Figure 1. Local utilization.
Scale bar: 20 µm. 7 x 7 tiles, from black (low) to pale yellow (high), 0 to 100% covered.
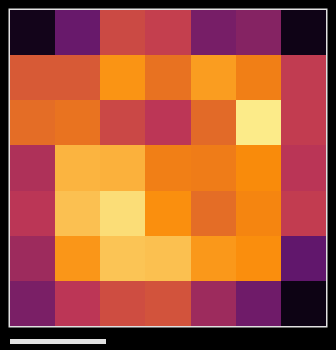
Figure 2. Port wiring.
Scale bar: 20 µm.
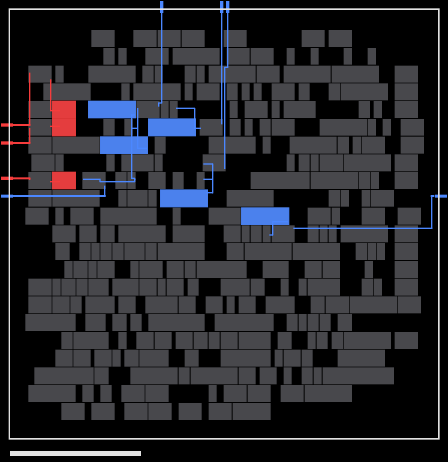
Figure 3. Congestion heat map.
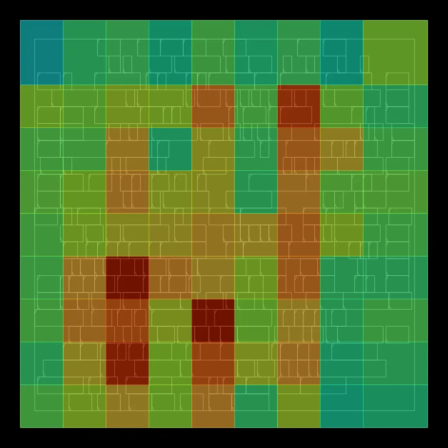
Figure 4. Cells coloured by class.
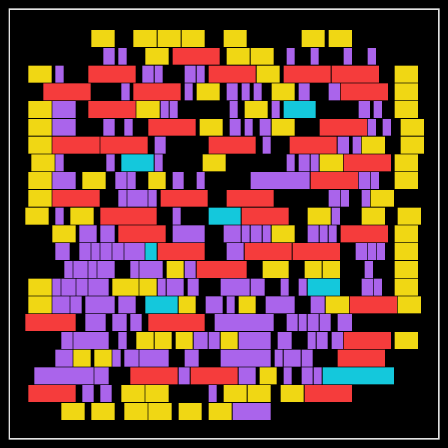
File: config.mk
export PLATFORM = sky130hd
export DESIGN_NAME = s_coef_fetcher
export DESIGN_NICKNAME = d
export VERILOG_FILES = /design/src/rtl/s_coef_fetcher_pkg.sv /design/src/rtl/s_coef_fetcher.sv
export SDC_FILE = /design/constraint.sdc
export NUM_CORES = 1
export LEC_CHECK = 0
export CAP_MARGIN = 40
export CORE_MARGIN = 2
export CORE_UTILIZATION = 42
export CTS_CLUSTER_DIAMETER = 150
export DETAILED_ROUTE_END_ITERATION = 6
export HOLD_SLACK_MARGIN = 0.05
export PLACE_DENSITY = 0.78
export SETUP_SLACK_MARGIN = 0.4
export SYNTH_ARGS = -nofsm -noshare
export SYNTH_HDL_FRONTEND = slang
export SYNTH_SLANG_ARGS = --single-unit
export TNS_END_PERCENT = 30
File: constraint.sdc
create_clock -name clk -period 2.1 [get_ports clk]
set_input_delay 0.42 -clock clk [delete_from_list [all_inputs] [get_ports clk]]
set_output_delay 0.42 -clock clk [all_outputs]
set_load 0.01 [all_outputs]
File: src/rtl/s_coef_fetcher_pkg.sv
// Shared S-RAM dimensions and width helper for the PEA coefficient path.
// Imported by the fetcher and any block that must agree on RAM geometry.
package s_coef_fetcher_pkg;

  localparam int WORD_SIZE   = 16;
  localparam int NUM_VECTORS = 8;
  localparam int MAX_DEGREE  = 10;

  // Ceiling log2: bits needed to index v distinct values.
  function automatic int log2(input int v);
    int r;
    r = 0;
    while ((1 << r) < v) r = r + 1;
    return r;
  endfunction

endpackage

File: src/rtl/s_coef_fetcher.sv
// Read-side sequencer for the S coefficient RAM: walks one polynomial
// from its top coefficient down to 0 and streams words to the PEA.
module s_coef_fetcher
  import s_coef_fetcher_pkg::*;
#(
  parameter int word_size   = WORD_SIZE,
  parameter int num_vectors = NUM_VECTORS,
  parameter int max_degree  = MAX_DEGREE,
  localparam int VW = log2(num_vectors),
  localparam int CW = log2(max_degree) + 1
) (
  input  logic                 clk,
  input  logic                 rst,
  input  logic                 start,
  input  logic [VW-1:0]        vector_index,
  input  logic [CW-1:0]        degree,
  output logic [VW-1:0]        rd_vector_addr,
  output logic [CW-1:0]        rd_coef_addr,
  output logic                 re_en,
  input  logic [word_size-1:0] q,
  input  logic                 q_en,
  output logic [word_size-1:0] coef_out,
  output logic [CW-1:0]        coef_index,
  output logic                 coef_valid,
  input  logic                 coef_ready,
  output logic                 coef_last,
  output logic                 busy,
  output logic                 done,
  output logic                 err
);

  localparam logic [1:0] S_IDLE  = 2'd0;
  localparam logic [1:0] S_ISSUE = 2'd1;
  localparam logic [1:0] S_WAIT  = 2'd2;
  localparam logic [1:0] S_HOLD  = 2'd3;

  localparam logic [CW-1:0] MAXD = CW'(max_degree);

  logic [1:0]    state;
  logic [CW-1:0] idx;

  // re_en is raised on the edge that enters ISSUE, so the read is
  // already on the bus during the ISSUE cycle; ISSUE just waits it out.
  always_ff @(posedge clk) begin
    if (rst) begin
      state          <= S_IDLE;
      idx            <= '0;
      rd_vector_addr <= '0;
      rd_coef_addr   <= '0;
      re_en          <= 1'b0;
      coef_out       <= '0;
      coef_index     <= '0;
      coef_valid     <= 1'b0;
      coef_last      <= 1'b0;
      busy           <= 1'b0;
      done           <= 1'b0;
      err            <= 1'b0;
    end else begin
      re_en <= 1'b0;
      done  <= 1'b0;
      err   <= 1'b0;
      case (state)
        S_IDLE: begin
          if (start) begin
            if (degree > MAXD) begin
              err <= 1'b1;
            end else begin
              idx            <= degree;
              rd_vector_addr <= vector_index;
              rd_coef_addr   <= degree;
              re_en          <= 1'b1;
              busy           <= 1'b1;
              state          <= S_ISSUE;
            end
          end
        end
        S_ISSUE: begin
          state <= S_WAIT;
        end
        S_WAIT: begin
          if (q_en) begin
            coef_out   <= q;
            coef_index <= idx;
            coef_valid <= 1'b1;
            coef_last  <= (idx == '0);
            state      <= S_HOLD;
          end
        end
        S_HOLD: begin
          if (coef_ready) begin
            coef_valid <= 1'b0;
            coef_last  <= 1'b0;
            if (idx == '0) begin
              done  <= 1'b1;
              busy  <= 1'b0;
              state <= S_IDLE;
            end else begin
              idx          <= idx - 1'b1;
              rd_coef_addr <= idx - 1'b1;
              re_en        <= 1'b1;
              state        <= S_ISSUE;
            end
          end
        end
        default: state <= S_IDLE;
      endcase
    end
  end

endmodule

==> Changelog: implementation <==
### Metrics

- Cells along the critical path: inv_4 > ha_4 > or4b_4 > a31oi_4 > buf_6 > o21ai_1 > a21oi_1
- Worst Hold Class: flip-flop to flip-flop
- AO/OA Area Share: 0.218
- Tot GR Track Use: 0.210
- CTS root buf: clkbuf_8
- FP Util: 0.435
- DIE AREA: approximately 0.0043 mm²
- Max-cap check violation count: 0
- Final hold slack: about 0.45 ns
- Vias in the first global route: between 1000 and 1500
- R2r setup slk: 0.33 ns
- Final Max Slew Viols: 0
- Via count: approximately 1700
- Worst hold start: coef_out[3]
- Die Width: about 66 µm
- Distinct lib cells used: 34
- CP Class: flip-flop to flip-flop
- Num CTS Buffers: 5
- Tot Pwr: approximately 2.6 mW
- CTS tree: done
- Slew @ Worst Pin: approximately 0.4 ns
- Pre-antenna DRT Iters: 4
- Post-Syn Area per Cell: 8.13 µm²
- Clk ins delay skew pair: ~0.29 ns
- Setup Skew: 0.00933 ns
- Area reported by Yosys stat: 0.00159 mm²
- Fin. Hold Viols: 0
- Longest Clk Path Bufs: 2
- Basic Gates by Area: 0.213
- Nets: 305
- Gp weighted congestion: roughly 0.87
- Status: finished, final reports clean
- Data required time of the critical path: between 2 and 2.5 ns
- TNS Setup: 0 ns
- RSZ-0062 raised after global routing: true
- Worst-path clk slew: 0.07 ns
- Reg2Reg Depth: 7
- CP Capture Type: flip-flop
- Placement row count: 22
- CP max-delay cell: or4b_4
- Synthesized cell area: around 0.0016 mm²
- N_diodes: 0
- P per Cell Area: roughly 1000 mW/mm²
- IO Count: 64
- WHS Path Cells: 2
- WL final: 4300 µm
- WP buf/inv: 2
- Fmax: ~570 MHz
- # Cells Yosys: between 150 and 200
- CORE AREA: 0.00366 mm²
- Critical R2R Launch: idx[0]
- Startpoint Class: flip-flop
- # setup viols final: 0
- Capture point of the worst reg-to-reg path: idx[1]
- Yosys Warn Count: 0
- Syn Inst Count: 196
- # DRC: 0
- OpenROAD warning count: 31
- XOR-XNOR Cells, Area Fraction: 0
- GRT Residual Overflow: 0
- DRT antenna net count: 0
- HPWL Detailed: between 2000 and 3000 µm
- Die Ht: roughly 66 µm
- Mux share: 0.0189
- Placed cell areas: approximately 0.0023 mm²
- First-pass GRT wire length: 6880 µm
- VDD IR-drop max: ~0.78 mV
- Largest net degree at the start of global routing: 22
- CP Max Fanout: 5
- Initial antenna violation count: 0
- Avg Vias per Cell: roughly 5.2
- Adder share: 0.0393
- Clock sink count: 37
- Registers, synthesis: 37
- Cell area after layout: 0.00256 mm²
- Iter 0 DRT Violations: about 65
- Post-synth seq share: 0.465
- Top cell family by delay on the critical path: simple AND/OR/NAND/NOR gates
- Htree depth: 2
- Syn Nets: ~230
- Final min period: 1.77 ns
- Largest logic family: AND-OR/OR-AND gates
- Max_slew headroom: 0.724
- Number of port buffers: 63
- Layout cells sized above 1: 0.151
- Worst path max stage delay: between 0.5 and 0.6 ns
- Area Overhead vs Synth: 60.6%
- Worst Hold Path EP: coef_out[3]
- Tcrit/Tclk final: 0.842
- CP Data Arrival Time: 1.98 ns
- Lkg Pwr: between 0.9 and 1 nW
About Figure 1:
tiles over 75% full	27%
fullest tile	96%
mean over tiles	58%

About Figure 2:
colour	port	direction	end cells	buffers	wire
blue	coef_index	output	5	5	146 µm
red	vector_index	input	3	3	26.9 µm

About Figure 3:
final core utilization: 0.699
DR WL/cell: 13.5 µm

About Figure 4:
colour	class	cells
cyan	clock drivers and dummy loads	7
yellow	remaining buffers and delay cells	79
red	registers	37
purple	remaining logic cells	148

## synth_stat cells (all sizes together)
cell	count	area (µm²)
o311ai	1	8.76
o31ai	2	15.0
o211ai	2	15.0
o311a	1	10.0
o2bb2ai	1	8.76
dfxtp	37	741
o41ai	2	17.5
a21boi	1	7.51
a21o	2	15.0
a2bb2oi	1	8.76
a31oi	3	33.8
o21ai	4	20.0
nor2	8	30.0
and2	1	6.26
mux2i	3	30.0
nand2	49	184
nor3b	2	15.0
inv	8	30.0
or4	1	7.51
nand3	1	5.00
nor3	5	25.0
or3	3	18.8
a22oi	1	7.51
buf	3	13.8
clkbuf	8	30.0
nor2b	5	31.3
a21oi	32	164
or4b	1	10.0
nand2b	1	6.26
ha	5	62.6
a211oi	2	15.0
## cells in the final DEF, fill, tap and decap left out, types with 2 or more instances in the layout
master           netlist  routed
nor2b_1                5       4
or3_1                  3       3
buf_6                  0       2
dfxtp_1               37      33
ha_1                   5       2
a21oi_1               31      31
buf_4                  0      14
dfxtp_4                0       2
a21o_1                 2       2
ha_4                   0       3
o21ai_0                4       3
nor3_1                 5       5
o211ai_1               2       2
dfxtp_2                0       2
clkdlybuf4s50_1        0      63
nor3b_1                2       2
a31oi_1                2       2
mux2i_1                3       3
nand2_1               49      49
nor2_1                 8       8
inv_1                  8       5
inv_4                  0       2
clkbuf_8               0       5
## metal layers
metal	GRT usage	wire length (µm)
met1	0.266	1960
met2	0.335	2010
met3	0.0479	260
met4	0.104	74
met5	0	0
## metrics by stage
| step | utilization | setup WS, ns | std cells |
|---|---|---|---|
| final | 0.699 | 0.331 | 319 |
| after global routing | 0.699 | 0.273 | 319 |
| after CTS | 0.689 | 0.335 | 318 |
| after detailed placement | 0.627 | 0.0662 | 303 |
| after global placement | 0.627 | 0.108 | 303 |
| after floorplan | - | 0.400 | 196 |
## worst max-delay path by stage
stage	from	end	slack [ns]	cells after the start
after floorplan	idx[0]	state[0]	0.40	7
after global placement	degree[4]	idx[0]	0.11	5
after detailed placement	degree[4]	idx[0]	0.07	5
after CTS	idx[1]	idx[1]	0.34	7
after global routing	idx[0]	busy	0.27	6
final	idx[0]	idx[1]	0.33	7
## power by group
part           internal, mW  switching (mW)
clock                 0.345           0.244
combinational         0.625           0.543
sequential            0.798          0.0855
total                  1.77           0.873
## sequential cells by signal (all words and copies together) (netlist names), 2 cells and up
signal and cells:
coef_index 5, coef_out 16, idx 5, rd_vector_addr 3, state 2
## timing repair
item / 4_1_cts / 5_1_grt
pin swaps: 3 / 6
setup buffers: 8 / 1
setup endpoints to repair: 9 / 18
gates resized: 20 / 7
hold buffers: 0 / 0
## area by class of cell
type	count	area, µm²
Clock buffer	5	68.8
Clock inverter	2	35.0
Fill cell	296	1100
Inverter	8	35.0
Multi-Input combinational cell	140	851
Sequential cell	37	751
Tap cell	48	60.1
Timing Repair Buffer	79	758
## worst register-to-register path: stages, from the launching register on
cell     delay (ns)
dfxtp_4        0.37
inv_4          0.06
ha_4           0.14
or4b_4         0.51
a31oi_4        0.26
buf_6          0.16
o21ai_1        0.05
a21oi_1        0.14
No activity file was given, so power comes from the tool's default toggle rates.
